$ cat src/rtl/cart_pkg.sv
// Shared tag codes, LED decode values and FSM state encoding for the RFID cart controller.
package cart_pkg;

    localparam logic [7:0] TAG_A = 8'd17;
    localparam logic [7:0] TAG_B = 8'd9;

    localparam logic [2:0] LED_DEC_A   = 3'b001;
    localparam logic [2:0] LED_DEC_B   = 3'b010;
    localparam logic [2:0] LED_DEC_UNK = 3'b100;

    typedef enum logic [1:0] {
        IDLE   = 2'd0,
        CHECK  = 2'd1,
        NOTIFY = 2'd2
    } cart_state_t;

    function automatic logic [2:0] tag_code(input logic [7:0] tag);
        logic [2:0] code;
        code = LED_DEC_UNK;
        if (tag == TAG_A)
            code = LED_DEC_A;
        else if (tag == TAG_B)
            code = LED_DEC_B;
        return code;
    endfunction

endpackage

$ cat src/rtl/rfid_holdoff_timer.sv
// Loadable down-counter that stops at zero; used for the same-tag hold-off window
// and, when ACK_TIMEOUT_EN is defined, for the acknowledge timeout.
module rfid_holdoff_timer #(
    parameter int unsigned LOAD_VAL = 24_000_000
) (
    input  logic clk,
    input  logic rst,
    input  logic load,
    output logic zero
);

    localparam int unsigned W = (LOAD_VAL < 2) ? 1 : $clog2(LOAD_VAL + 1);

    logic [W-1:0] count_reg;

    always_ff @(posedge clk) begin
        if (!rst)
            count_reg <= '0;
        else if (load)
            count_reg <= W'(LOAD_VAL);
        else if (count_reg != '0)
            count_reg <= count_reg - W'(1);
    end

    assign zero = (count_reg == '0);

endmodule

$ cat src/rtl/rfid_cart_ctrl.sv
// RFID tag byte sequencer: filters repeated reads, keeps per-item counts, drives LEDs and
// hands events to the buzzer/display over req/ack. Define ACK_TIMEOUT_EN to bound the ack wait.
module rfid_cart_ctrl
    import cart_pkg::*;
#(
    parameter int unsigned HOLD_CYCLES = 24_000_000,
    parameter int unsigned CNT_W       = 4,
    parameter int unsigned ACK_TIMEOUT = 2_400_000
) (
    input  logic             clk,
    input  logic             rst,
    input  logic [7:0]       rx_data,
    input  logic             rx_valid,
    input  logic             mode_remove,
    output logic [7:0]       led,
    output logic [2:0]       led_dec,
    output logic [CNT_W-1:0] cnt_a,
    output logic [CNT_W-1:0] cnt_b,
    output logic             evt_req,
    input  logic             evt_ack,
    output logic             err
);

    cart_state_t      state_reg;
    logic [7:0]       byte_reg;
    logic [7:0]       last_reg;
    logic [7:0]       led_reg;
    logic [2:0]       led_dec_reg;
    logic [CNT_W-1:0] cnt_a_reg;
    logic [CNT_W-1:0] cnt_b_reg;
    logic             evt_req_reg;
    logic             err_reg;

    logic             hold_zero;
    logic             ack_expired;
    logic             known;
    logic             is_a;
    logic             accept;
    logic             enter_notify;
    logic [CNT_W-1:0] cur_cnt;
    logic [CNT_W-1:0] cnt_next;
    logic             cnt_err;

    always_comb begin
        known    = (byte_reg == TAG_A) || (byte_reg == TAG_B);
        is_a     = (byte_reg == TAG_A);
        // A repeat read of the last accepted tag is only ignored while the window is open.
        accept   = known && !((byte_reg == last_reg) && !hold_zero);
        cur_cnt  = is_a ? cnt_a_reg : cnt_b_reg;
        cnt_next = cur_cnt;
        cnt_err  = 1'b0;
        if (mode_remove) begin
            if (cur_cnt == '0)
                cnt_err = 1'b1;
            else
                cnt_next = cur_cnt - CNT_W'(1);
        end else begin
            if (cur_cnt == '1)
                cnt_err = 1'b1;
            else
                cnt_next = cur_cnt + CNT_W'(1);
        end
        enter_notify = (state_reg == CHECK) && accept;
    end

    rfid_holdoff_timer #(
        .LOAD_VAL (HOLD_CYCLES)
    ) u_holdoff (
        .clk  (clk),
        .rst  (rst),
        .load (enter_notify),
        .zero (hold_zero)
    );

`ifdef ACK_TIMEOUT_EN
    // Loaded one short so the timer reaches zero ACK_TIMEOUT cycles after NOTIFY entry.
    rfid_holdoff_timer #(
        .LOAD_VAL (ACK_TIMEOUT - 1)
    ) u_ack_timer (
        .clk  (clk),
        .rst  (rst),
        .load (enter_notify),
        .zero (ack_expired)
    );
`else
    // NOTIFY waits indefinitely; this folds to a constant 0.
    assign ack_expired = (ACK_TIMEOUT == 0) && 1'b0;
`endif

    always_ff @(posedge clk) begin
        if (!rst) begin
            state_reg   <= IDLE;
            byte_reg    <= '0;
            last_reg    <= '0;
            led_reg     <= '0;
            led_dec_reg <= '0;
            cnt_a_reg   <= '0;
            cnt_b_reg   <= '0;
            evt_req_reg <= 1'b0;
            err_reg     <= 1'b0;
        end else begin
            err_reg <= 1'b0;
            case (state_reg)
                IDLE: begin
                    if (rx_valid && (rx_data != 8'd0)) begin
                        byte_reg  <= rx_data;
                        state_reg <= CHECK;
                    end
                end
                CHECK: begin
                    state_reg <= IDLE;
                    if (!known) begin
                        led_dec_reg <= LED_DEC_UNK;
                        err_reg     <= 1'b1;
                    end else if (accept) begin
                        if (is_a)
                            cnt_a_reg <= cnt_next;
                        else
                            cnt_b_reg <= cnt_next;
                        err_reg     <= cnt_err;
                        led_reg     <= byte_reg;
                        led_dec_reg <= tag_code(byte_reg);
                        last_reg    <= byte_reg;
                        evt_req_reg <= 1'b1;
                        state_reg   <= NOTIFY;
                    end
                end
                NOTIFY: begin
                    if (evt_ack) begin
                        evt_req_reg <= 1'b0;
                        state_reg   <= IDLE;
                    end else if (ack_expired) begin
                        evt_req_reg <= 1'b0;
                        err_reg     <= 1'b1;
                        state_reg   <= IDLE;
                    end
                end
                default: state_reg <= IDLE;
            endcase
        end
    end

    assign led     = led_reg;
    assign led_dec = led_dec_reg;
    assign cnt_a   = cnt_a_reg;
    assign cnt_b   = cnt_b_reg;
    assign evt_req = evt_req_reg;
    assign err     = err_reg;

endmodule

$ cat config.mk
export PLATFORM = sky130hd
export DESIGN_NAME = rfid_cart_ctrl
export DESIGN_NICKNAME = d
export VERILOG_FILES = /design/src/rtl/cart_pkg.sv /design/src/rtl/rfid_holdoff_timer.sv /design/src/rtl/rfid_cart_ctrl.sv
export SDC_FILE = /design/constraint.sdc
export NUM_CORES = 1
export LEC_CHECK = 0
export CAP_MARGIN = 5
export CELL_PAD_IN_SITES_DETAIL_PLACEMENT = 1
export CELL_PAD_IN_SITES_GLOBAL_PLACEMENT = 1
export CORE_ASPECT_RATIO = 1.4
export CORE_MARGIN = 3
export CORE_UTILIZATION = 45
export CTS_CLUSTER_SIZE = 12
export DETAILED_ROUTE_END_ITERATION = 10
export PLACE_DENSITY_LB_ADDON = 0.08
export SETUP_SLACK_MARGIN = 0.1
export SLEW_MARGIN = 20
export SYNTH_ARGS = -nofsm -noshare
export SYNTH_HDL_FRONTEND = slang
export SYNTH_SLANG_ARGS = --single-unit
$ cat constraint.sdc
create_clock -name clk -period 6.1 [get_ports clk]
set_clock_uncertainty 0.2 [all_clocks]
set_input_delay 0.61 -clock clk [delete_from_list [all_inputs] [get_ports clk]]
set_output_delay 0.61 -clock clk [all_outputs]
set_load 0.05 [all_outputs]
Fig. 1: close-up of the layout
Window x 45 to 65, y 65 to 85 um. Cells in grey, sequential cells in the stronger grey; small squares are vias.
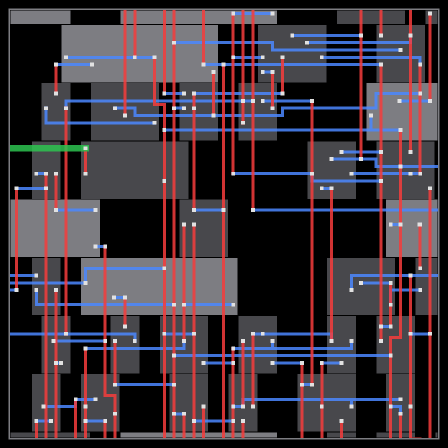
| colour | layer |
|---|---|
| green | metal 3 |
| red | metal 2 |
| blue | metal 1 |
most frequent: nor2_1 (6), nor3_1 (3), dfxtp_1 (3)
cells with their middle in the window: 29
sequential cells in the window: 3
netlist names of flops here include: u_holdoff.count_reg (3)

Fig. 2: clock nets
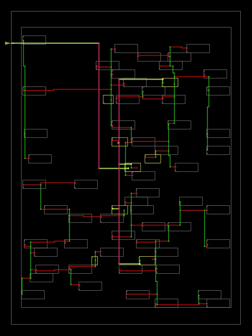
CTS sink cnt: 56
# clk buffers: 6

Fig. 3: nets reached from selected ports
(4 px per um)
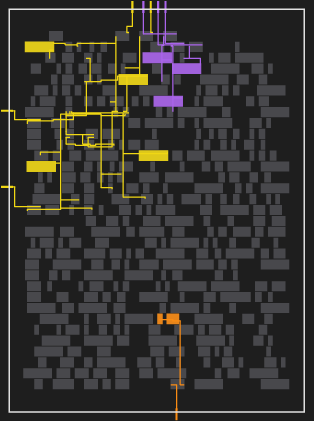
| colour | port | bits | direction | edge | end cells | buffers | wire |
|---|---|---|---|---|---|---|---|
| purple | led_dec | 3 | output | north | 3 | 3 | 88.5 um |
| orange | evt_ack | 1 | input | south | 2 | 1 | 30.1 um |
| yellow | cnt_a | 4 | output | 2 west, 2 north | 4 | 4 | 350 um |

Fig. 4: the metal 2 layer
(4 px per um)
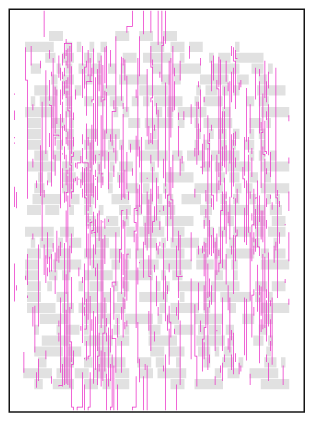
nets with wire on the layer: 335
longest straight run: 47.3 um

==> deck_impl_summary.md <==
Flow Results at a Glance

Setup path
  – R2R Path Start: byte_reg[1]
  – Crit-path slowest cell: nor4b_2
  – WP buf/inv: 0
  – CP most frequent cell: a211oi_1
  – Crit end category: register
  – Crit-path max FO: 13
  – CP delay by family, top: simple AND/OR/NAND/NOR gates
  – Req. time, crit path: around 6.1 ns
  – Cell Chain, Critical Path: nor4b_2 -> and2_1 -> mux2i_1 -> ha_1 -> or3b_2 -> a211oi_1 -> a211oi_1 -> a32o_1 -> or3_1 -> o211a_1
  – Reg2reg end: cnt_a[1]

Run status
  – Status: finished, final reports clean

Power
  – Peak supply drop: around 0.00014 V
  – Switch Pwr: 0.511 mW
  – Leak: between 1 and 1.5 nW
  – Overall Power: between 1 and 1.5 mW
  – Combinational share of power: a little over two fifths
  – Pwr dens: approximately 380 mW/mm^2

Cells and area
  – Area Growth Syn to Fin: 15.7%
  – Layout Cells excl Fill: around 430
  – Max reg flops: 25
  – Layout cells sized above 1: just under 7%
  – # diodes: 0
  – Fill cells: 725

Logic synthesis
  – Mean Syn Cell Area: between 8 and 9 um^2
  – Cells after synthesis: between 300 and 400
  – Async set-reset flop share out of synthesis: 0%
  – Mapped Nets: between 300 and 400
  – Post-synth EDFFs: 0
  – Syn Std Cell Area: approximately 0.0029 mm^2
  – Warnings, synthesis: 0
  – Most common reg cell: dfxtp_1

Placement
  – Placed cell count: ~420
  – Pre-CTS setup slack: between 2 and 2.5 ns
  – Hpwl dp: about 5400 um

Timing
  – Final period utilization: between 60 and 70%
  – Worst Slack Setup Final: about 2.0 ns
  – Final Hold Violation Tally: 0
  – Setup violators final: 0
  – Max-slew headroom at the worst pin: 31.9%
  – RSZ-0062 raised after global routing: false

Hold path
  – Hold Path Class: reg -> reg
  – HP Start: led_dec[2]

Route
  – Routed len/inst: about 17 um
  – Number of nets still failing antenna checks after routing: 0
  – Final Routed Wirelength: 7370 um
  – Residual DRC: 0
  – Initial drt markers: approximately 85

Floorplan
  – Die Area: between 0.007 and 0.008 mm^2
  – IO Pins: 34
  – Die Ht: 100 um
  – Core area: between 0.006 and 0.007 mm^2

GRT
  – Vias in the first global route: 2577
  – Initial antenna violation count: 0
  – Largest net degree at the start of global routing: 30

CTS
  – Worst-path clk slew: about 0.1 ns
  – CTS tree: built
  – Post-CTS setup buffers: 0
  – TritonCTS buffer count: 5
  – CTS Hold Buffers Added: 0
  – Post-cts resize count: 0

Run
  – Max Cap Violations: 0
[cell type report]
class                           instances  area share [%]
Clock buffer                            6            2.49
Inverter                               12            1.36
Sequential cell                        56            33.9
Multi-Input combinational cell        247            49.2
Timing Repair Buffer                   33            9.98
Tap cell                               70            2.65
Clock inverter                          2           0.416
[how the worst max path moves through the flow]
stage / startpoint / to / slack, ns / depth (start not counted)
final: byte_reg[1] / cnt_a[1] / 2.03 / 10
after global routing: byte_reg[1] / cnt_a[1] / 1.79 / 10
after CTS: byte_reg[1] / cnt_a[1] / 2.10 / 10
after detailed placement: byte_reg[1] / cnt_a[1] / 2.13 / 10
after global placement: byte_reg[1] / cnt_a[1] / 2.31 / 10
after floorplan: byte_reg[3] / cnt_a[1] / 2.64 / 11
[power by group through the flow]
stage / registers [mW] / logic (mW) / clock network (mW)
4_1_cts: 0.503 / 0.547 / 0.229
6_report: 0.503 / 0.540 / 0.220
3_3_place_gp: 0.507 / 0.534 / 0
2_1_floorplan: 0.499 / 0.440 / 0
3_5_place_dp: 0.512 / 0.545 / 0
5_1_grt: 0.515 / 0.608 / 0.250
[Yosys cell counts (5+ instances only)]
cell / count / share of area (%)
a211oi_1: 5 / 1.3
a21oi_1: 19 / 3.3
and3_1: 9 / 2.0
clkbuf_1: 7 / 0.92
dfxtp_1: 56 / 39
inv_1: 12 / 1.6
mux2i_1: 14 / 4.9
nand2_1: 13 / 1.7
nand3_1: 14 / 2.4
nand4_1: 8 / 1.7
nor2_1: 48 / 6.3
nor3_1: 17 / 3.0
nor4_1: 12 / 2.6
or3_1: 5 / 1.1
xnor2_1: 14 / 4.3
xor2_1: 15 / 4.6
[through the flow]
step / cell area (um^2) / utilization, %
floorplan: 2860 / -
global placement: 3210 / 53.3
detailed placement: 3210 / 53.3
CTS: 3310 / 54.9
global route: 3310 / 54.9
finish: 3310 / 54.9
[layout by cell type (no fill, tap or decap), drive strengths merged, types with 14 or more instances in the layout]
cell            n
a21oi          20
clkdlybuf4s50  33
dfxtp          56
mux2i          14
nand2          14
nand3          14
nor2           48
nor3           18
nor4           15
xnor2          14
xor2           15
[layer usage]
layer,GRT usage [%],wire length [um]
met5,0,0
met4,8.09,164
met3,2.81,142
met2,39.4,3870
met1,25.3,3190
[cells by family (layout without fill, tap and decap cells)]
logic type	count (synthesis)	count (layout)	share of synthesized area [%]
adders and majority gates	3	3	1.31
muxes	16	16	6.08
AOI/OAI and AO/OA	50	50	12.2
and+or+nand+nor	149	149	28.6
DFF	56	56	39.2
xor gates and xnor gates	29	29	8.88
buffers and inverters	24	53	3.81
[worst reg2reg max path, stage by stage (launching register included)]
cell	delay, ns
dfxtp_1	0.36
nor4b_2	0.66
and2_1	0.50
mux2i_1	0.37
ha_1	0.36
or3b_2	0.51
a211oi_1	0.25
a211oi_1	0.08
a32o_1	0.24
or3_1	0.30
o211a_1	0.12
Power and IR drop assume default switching activity.
